--- src/rtl/time_shared_multiplier.sv ---
// time_shared_multiplier: one unsigned WIDTHxWIDTH multiplier shared by two request channels
// Ports: clk_in, rst_n_in (sync, active-low); channel c in {0,1}: ac_in/bc_in operands,
//   validc_in/readyc_out request handshake; prod_out/id_out/res_valid_out with res_ready_in
//   form the result handshake. Define SHARED_MUL_RR_EN for round-robin arbitration,
//   otherwise channel 0 has fixed priority.
module time_shared_multiplier #(
  parameter int WIDTH = 8
) (
  input  logic               clk_in,
  input  logic               rst_n_in,
  input  logic [WIDTH-1:0]   a0_in,
  input  logic [WIDTH-1:0]   b0_in,
  input  logic               valid0_in,
  output logic               ready0_out,
  input  logic [WIDTH-1:0]   a1_in,
  input  logic [WIDTH-1:0]   b1_in,
  input  logic               valid1_in,
  output logic               ready1_out,
  output logic [2*WIDTH-1:0] prod_out,
  output logic               id_out,
  output logic               res_valid_out,
  input  logic               res_ready_in
);
  typedef enum logic {IDLE, HOLD} state_t;
  state_t state_q, state_d;
  logic [2*WIDTH-1:0] prod_q, prod_d;
  logic id_q, id_d, gnt1, accept;
  logic [WIDTH-1:0] op_a, op_b;
`ifdef SHARED_MUL_RR_EN
  logic ptr_q;
  // on contention the channel that did not win last time is served
  assign gnt1 = valid1_in & (~valid0_in | ~ptr_q);
  always_ff @(posedge clk_in) begin
    if (!rst_n_in) ptr_q <= 1'b1;
    else if (accept) ptr_q <= gnt1;
  end
`else
  assign gnt1 = valid1_in & ~valid0_in;
`endif
  // ready is masked during reset so nothing is accepted while rst_n_in is low
  assign ready0_out = rst_n_in & (state_q == IDLE) & valid0_in & ~gnt1;
  assign ready1_out = rst_n_in & (state_q == IDLE) & gnt1;
  assign accept = ready0_out | ready1_out;
  assign op_a = gnt1 ? a1_in : a0_in;
  assign op_b = gnt1 ? b1_in : b0_in;
  always_comb begin
    state_d = state_q;
    prod_d = prod_q;
    id_d = id_q;
    if (accept) begin
      state_d = HOLD;
      prod_d = {{WIDTH{1'b0}}, op_a} * {{WIDTH{1'b0}}, op_b};
      id_d = gnt1;
    end else if (state_q == HOLD && res_ready_in) begin
      state_d = IDLE;
    end
  end
  always_ff @(posedge clk_in) begin
    if (!rst_n_in) begin
      state_q <= IDLE;
      prod_q <= '0;
      id_q <= 1'b0;
    end else begin
      state_q <= state_d;
      prod_q <= prod_d;
      id_q <= id_d;
    end
  end
  assign prod_out = prod_q;
  assign id_out = id_q;
  assign res_valid_out = (state_q == HOLD);
endmodule

--- config.mk ---
export PLATFORM = sky130hd
export DESIGN_NAME = time_shared_multiplier
export DESIGN_NICKNAME = d
export VERILOG_FILES = /design/src/rtl/time_shared_multiplier.sv
export SDC_FILE = /design/constraint.sdc
export NUM_CORES = 1
export LEC_CHECK = 0
export ABC_CLOCK_PERIOD_IN_PS = 15200
export CAP_MARGIN = 20
export CORE_MARGIN = 10
export CORE_UTILIZATION = 40
export DETAILED_ROUTE_END_ITERATION = 12
export HOLD_SLACK_MARGIN = 0.02
export SLEW_MARGIN = 20
export SYNTH_ARGS = -nofsm -noshare
export SYNTH_HDL_FRONTEND = slang
export SYNTH_SLANG_ARGS = --single-unit
--- constraint.sdc ---
create_clock -name clk_in -period 15.2 [get_ports clk_in]
set_input_delay 3.04 -clock clk_in [delete_from_list [all_inputs] [get_ports clk_in]]
set_output_delay 3.04 -clock clk_in [all_outputs]
set_load 0.005 [all_outputs]
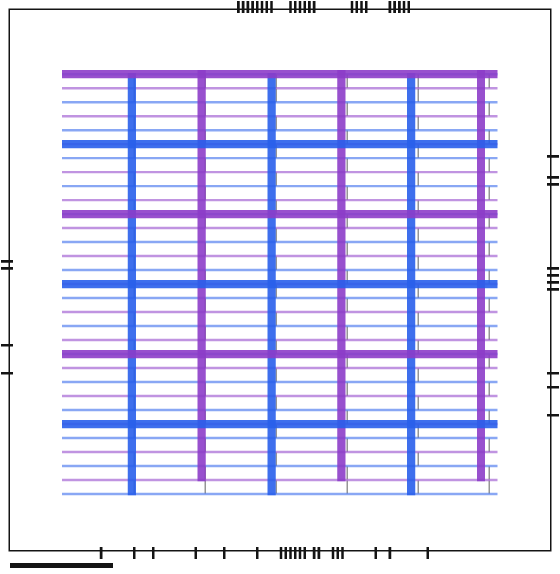
**Above:** PDN straps and rails.
The bar under the picture is 20 um long. Pins as bars on the die edge. Tap cells in gray.
VDD -> purple
VSS -> blue
met5 straps = 6
met1 rails = 31
met4 straps = 6
signal pins = 57

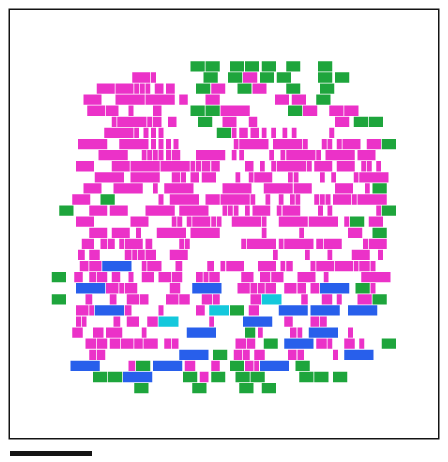
**Above:** cells colored by class.
The bar under the picture is 20 um long.
remaining buffers and delay cells -> green  # cells 57
clock drivers -> cyan  # cells 3
combinational and other logic -> magenta  # cells 311
sequential cells -> blue  # cells 18
core outline area: 0.00691 mm2
post-layout utilization of the core: 0.517
total non-filler cell area in the finished layout: 0.00357 mm2

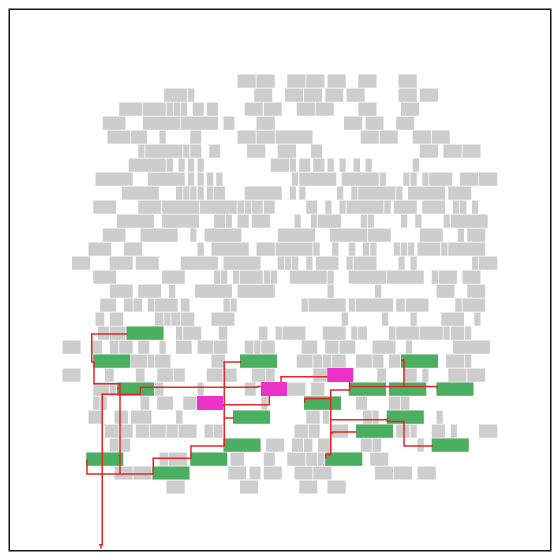
**Above:** routed clock nets over the placement.
flip-flops -> green  # count 18
clock drivers -> magenta  # count 3
clock wires -> red  # length 273 um
routed clock nets = 4
Latency at later pin: 250 ps
Layout Skew: 2.14 ps

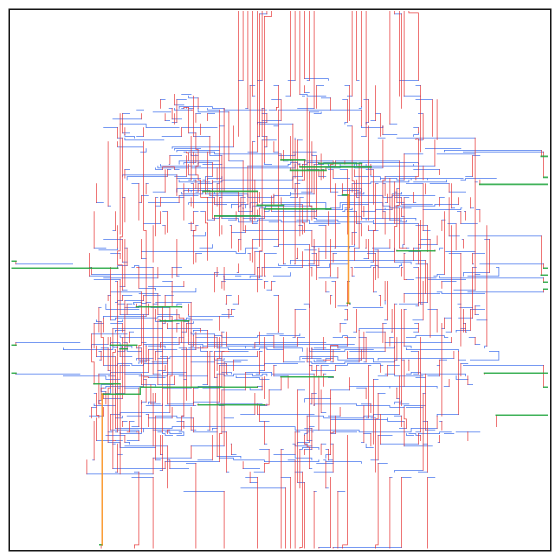
**Above:** metal layers overlaid.
metal 4 -> orange  # wire length 50.3 um
metal 3 -> green  # wire length 224 um
metal 2 -> red  # wire length 3,550 um
metal 1 -> blue  # wire length 3,030 um

-- cells by family (layout without fill, tap and decap cells) --
logic type / count (synthesis) / count (layout) / share of synthesized area
simple gates: 116 / 116 / 0.192
fa+ha+maj: 72 / 72 / 0.406
buf+inv: 58 / 109 / 0.0785
compound gates: 53 / 53 / 0.127
mux: 18 / 18 / 0.0629
flops: 18 / 18 / 0.125
xor+xnor: 3 / 3 / 0.00910
-- report_power, final --
group / total (mW) / switching [mW] / leakage, nW / internal [mW]
clock network: 0.0330 / 0.0154 / 0.0216 / 0.0176
logic: 0.363 / 0.196 / 1.54 / 0.167
registers: 0.0659 / 0.00591 / 0.148 / 0.0600
total: 0.462 / 0.217 / 1.71 / 0.245
-- registers in the layout, summed over array words and instances, names as in the netlist --
name,flops
id_out,1
prod_out,16
res_valid_out,1
==> run_summary.xml <==
<?xml version="1.0" encoding="UTF-8"?>
<metrics>
  <group name="status">
    <metric name="run_status" unit="">finished clean</metric>
  </group>
  <group name="critical_path">
    <metric name="cp_cell_sequence" unit="">clkdlybuf4s50_1 -&gt; nand2b_1 -&gt; mux2i_1 -&gt; nor2_1 -&gt; fa_1 -&gt; inv_1 -&gt; fa_1 -&gt; inv_1 -&gt; fa_1 -&gt; inv_1 -&gt; fa_1 -&gt; inv_1 -&gt; ha_1 -&gt; a21o_1 -&gt; a31o_1 -&gt; o211a_1 -&gt; o31a_1 -&gt; o31ai_1</metric>
    <metric name="r2r_start" unit="">res_valid_out</metric>
    <metric name="critPathBufInv" unit="">5</metric>
    <metric name="worstRegToRegCells" unit="">6</metric>
    <metric name="cp-start-kind" unit="">input port</metric>
    <metric name="crit_path_top_delay_cell" unit="">sky130_fd_sc_hd__nand2b_1</metric>
    <metric name="worst_ep_arrival_time" unit="ps">9090</metric>
    <metric name="crit_end" unit="">prod_out[14]</metric>
    <metric name="worstSetupPathType" unit="">input port to register</metric>
    <metric name="slack_of_the_worst_reg_to_reg_path" unit="ps">13580</metric>
    <metric name="worst-path-stages" unit="">18</metric>
    <metric name="critical_path_endpoint_category" unit="">register</metric>
    <metric name="timing.critical_path.max_delay_family" unit="">adder cells</metric>
    <metric name="cpPeakStageDelay" unit="ps">810</metric>
    <metric name="critical_path_required" unit="ps">15370</metric>
    <metric name="timing.rr.end" unit="">prod_out[13]</metric>
  </group>
  <group name="cts">
    <metric name="cts_root_buffer" unit="">sky130_fd_sc_hd__clkbuf_8</metric>
    <metric name="cts.path.max_buffers" unit="">2</metric>
    <metric name="tritoncts_clock_tree" unit="">yes</metric>
    <metric name="cts_sinks" unit="">18</metric>
    <metric name="cts_resized" unit="">0</metric>
    <metric name="post_cts.repair.setup_buffers" unit="">0</metric>
    <metric name="worst_setup_hold_path_clk_slew" unit="ps">70</metric>
    <metric name="numCtsBuffers" unit="">3</metric>
    <metric name="cts_hold_buf" unit="">0</metric>
    <metric name="cts_max_level" unit="">1</metric>
  </group>
  <group name="sta">
    <metric name="worst-slew-pin-transition" unit="ps">1040</metric>
    <metric name="unrepaired_setup_endpoints_after_global_routing" unit="">no</metric>
    <metric name="clock.fmax" unit="GHz">0.112</metric>
    <metric name="finalHoldViolations" unit="">0</metric>
    <metric name="final_critical_path_setup_slack" unit="ps">6280</metric>
    <metric name="timing.final.max_slew_violations" unit="">0</metric>
    <metric name="period_needed" unit="ps">8920</metric>
    <metric name="relSlewSlack" unit="">0.306</metric>
    <metric name="setup_total_negative_slack" unit="ps">0</metric>
    <metric name="hold_slack" unit="ps">458</metric>
    <metric name="post-route-period-util" unit="">0.587</metric>
    <metric name="setup_viol_count_final" unit="">0</metric>
  </group>
  <group name="synthesis">
    <metric name="synth.cells.most_frequent" unit="">53 x sky130_fd_sc_hd__nor2_1, 49 x sky130_fd_sc_hd__inv_1, 36 x sky130_fd_sc_hd__fa_1, 36 x sky130_fd_sc_hd__ha_1, 18 x sky130_fd_sc_hd__dfxtp_1</metric>
    <metric name="synthDominantCellAreaShare" unit="">0.250</metric>
    <metric name="syn-instance-count" unit="">338</metric>
    <metric name="synth-edff-count" unit="">0</metric>
    <metric name="synth.area.top_cells" unit="">sky130_fd_sc_hd__fa_1 25%, sky130_fd_sc_hd__ha_1 16%, sky130_fd_sc_hd__dfxtp_1 12%</metric>
    <metric name="ys_warn_count" unit="">0</metric>
    <metric name="synth.yosys.seq_area_share" unit="">0.125</metric>
    <metric name="yosysTopAreaCell" unit="">sky130_fd_sc_hd__fa_1</metric>
    <metric name="floorplan.nets" unit="">447</metric>
    <metric name="ys_cells" unit="">338</metric>
    <metric name="post-synth-top-count-cell" unit="">sky130_fd_sc_hd__nor2_1</metric>
    <metric name="netlist-cell-type-count" unit="">47</metric>
    <metric name="async_flop_share" unit="">0</metric>
    <metric name="synthFlopType" unit="">sky130_fd_sc_hd__dfxtp_1</metric>
    <metric name="syn_area_per_cell" unit="um2">8.54</metric>
    <metric name="ys_ff" unit="">18</metric>
    <metric name="yosys-stat-area" unit="mm2">0.00289</metric>
    <metric name="syn_area" unit="mm2">0.00289</metric>
  </group>
  <group name="placed_design">
    <metric name="port_buffers" unit="">56</metric>
    <metric name="placed_area" unit="mm2">0.00353</metric>
    <metric name="detailedPlacementHpwl" unit="mm">5.89</metric>
    <metric name="gp_weighted_congestion" unit="">0.868</metric>
    <metric name="dp_slack" unit="ps">5980</metric>
  </group>
  <group name="min_path">
    <metric name="timing.hold.worst.start" unit="">id_out</metric>
    <metric name="timing.hold.worst_path_depth" unit="">2</metric>
    <metric name="hold_class" unit="">register to register</metric>
    <metric name="worstHoldEndpoint" unit="">id_out</metric>
  </group>
  <group name="final_layout">
    <metric name="final_cell_count_no_fill" unit="">485</metric>
    <metric name="comb_cells" unit="">262</metric>
    <metric name="layout.nets" unit="">500</metric>
    <metric name="final_layout_top_logic_cells" unit="">56 x sky130_fd_sc_hd__clkdlybuf4s50_1, 53 x sky130_fd_sc_hd__nor2_1, 49 x sky130_fd_sc_hd__inv_1</metric>
    <metric name="proportion_of_layout_cells_with_a_drive_suffix_above_1" unit="">0.0540</metric>
    <metric name="synth_to_final_area_change" unit="%">23.8</metric>
    <metric name="antenna-diode-count" unit="">0</metric>
    <metric name="nNonClkBuffers" unit="">57</metric>
    <metric name="n_fill_cell" unit="">716</metric>
    <metric name="fraction_of_area_in_multi_input_gates" unit="">0.644</metric>
    <metric name="share_of_the_final_layout_cell_area_in_sequential_cells" unit="">0.101</metric>
    <metric name="signal_buffers_share_of_area" unit="">0.159</metric>
    <metric name="layout.sequential_cells" unit="">18</metric>
    <metric name="inverters" unit="">49</metric>
    <metric name="clk_share" unit="">0.0116</metric>
    <metric name="layout.area.seq" unit="um2">360</metric>
    <metric name="most_common_cell_after_layout_fill_and_taps_aside" unit="">sky130_fd_sc_hd__clkdlybuf4s50_1</metric>
    <metric name="biggestCellCategory" unit="">combinational gates</metric>
  </group>
  <group name="power_and_ir_drop">
    <metric name="power.leakage" unit="nW">1.71</metric>
    <metric name="power_density" unit="mW/mm2">129</metric>
    <metric name="total_power" unit="uW">462</metric>
    <metric name="irDropWorstVdd" unit="mV">0.0771</metric>
  </group>
  <group name="grt">
    <metric name="globalRouteMet3Util" unit="">0.0184</metric>
    <metric name="groute.layer.met2.usage" unit="">0.206</metric>
    <metric name="grt_start_max_net_pins" unit="">20</metric>
    <metric name="grt_pass1_vias" unit="">2396</metric>
    <metric name="antenna_found_initial" unit="">0</metric>
    <metric name="global_route.overflow_total" unit="">0</metric>
    <metric name="track_usage" unit="">0.122</metric>
    <metric name="grt_util_met1" unit="">0.165</metric>
    <metric name="grt_first_pass_wirelength" unit="mm">11.5</metric>
    <metric name="grt.busiest_layer" unit="">met2</metric>
  </group>
  <group name="route">
    <metric name="firstDrtPassIters" unit="">4</metric>
    <metric name="drt.antenna.violating_nets" unit="">0</metric>
    <metric name="detailroute.via_count" unit="">2494</metric>
    <metric name="wl_met2" unit="mm">3.55</metric>
    <metric name="drc" unit="">0</metric>
    <metric name="met1_wire_length" unit="mm">3.03</metric>
    <metric name="first_iter_violations" unit="">79</metric>
    <metric name="avgViaCountPerCell" unit="">5.14</metric>
    <metric name="average_wire_length_per_cell_after_detail_routing" unit="um">14.1</metric>
    <metric name="routed_wl" unit="mm">6.86</metric>
  </group>
  <group name="floorplanning">
    <metric name="die_w" unit="um">105</metric>
    <metric name="row_count" unit="">30</metric>
    <metric name="vertical_extent_of_the_die" unit="um">105</metric>
    <metric name="tapcell.inserted" unit="">96</metric>
    <metric name="initial_core_util" unit="">0.418</metric>
    <metric name="floorplan.die_area" unit="mm2">0.0110</metric>
    <metric name="design.portCount" unit="">57</metric>
  </group>
  <group name="job">
    <metric name="tool_warnings" unit="">26</metric>
  </group>
</metrics>
Power is estimated from default activity; no workload was simulated.
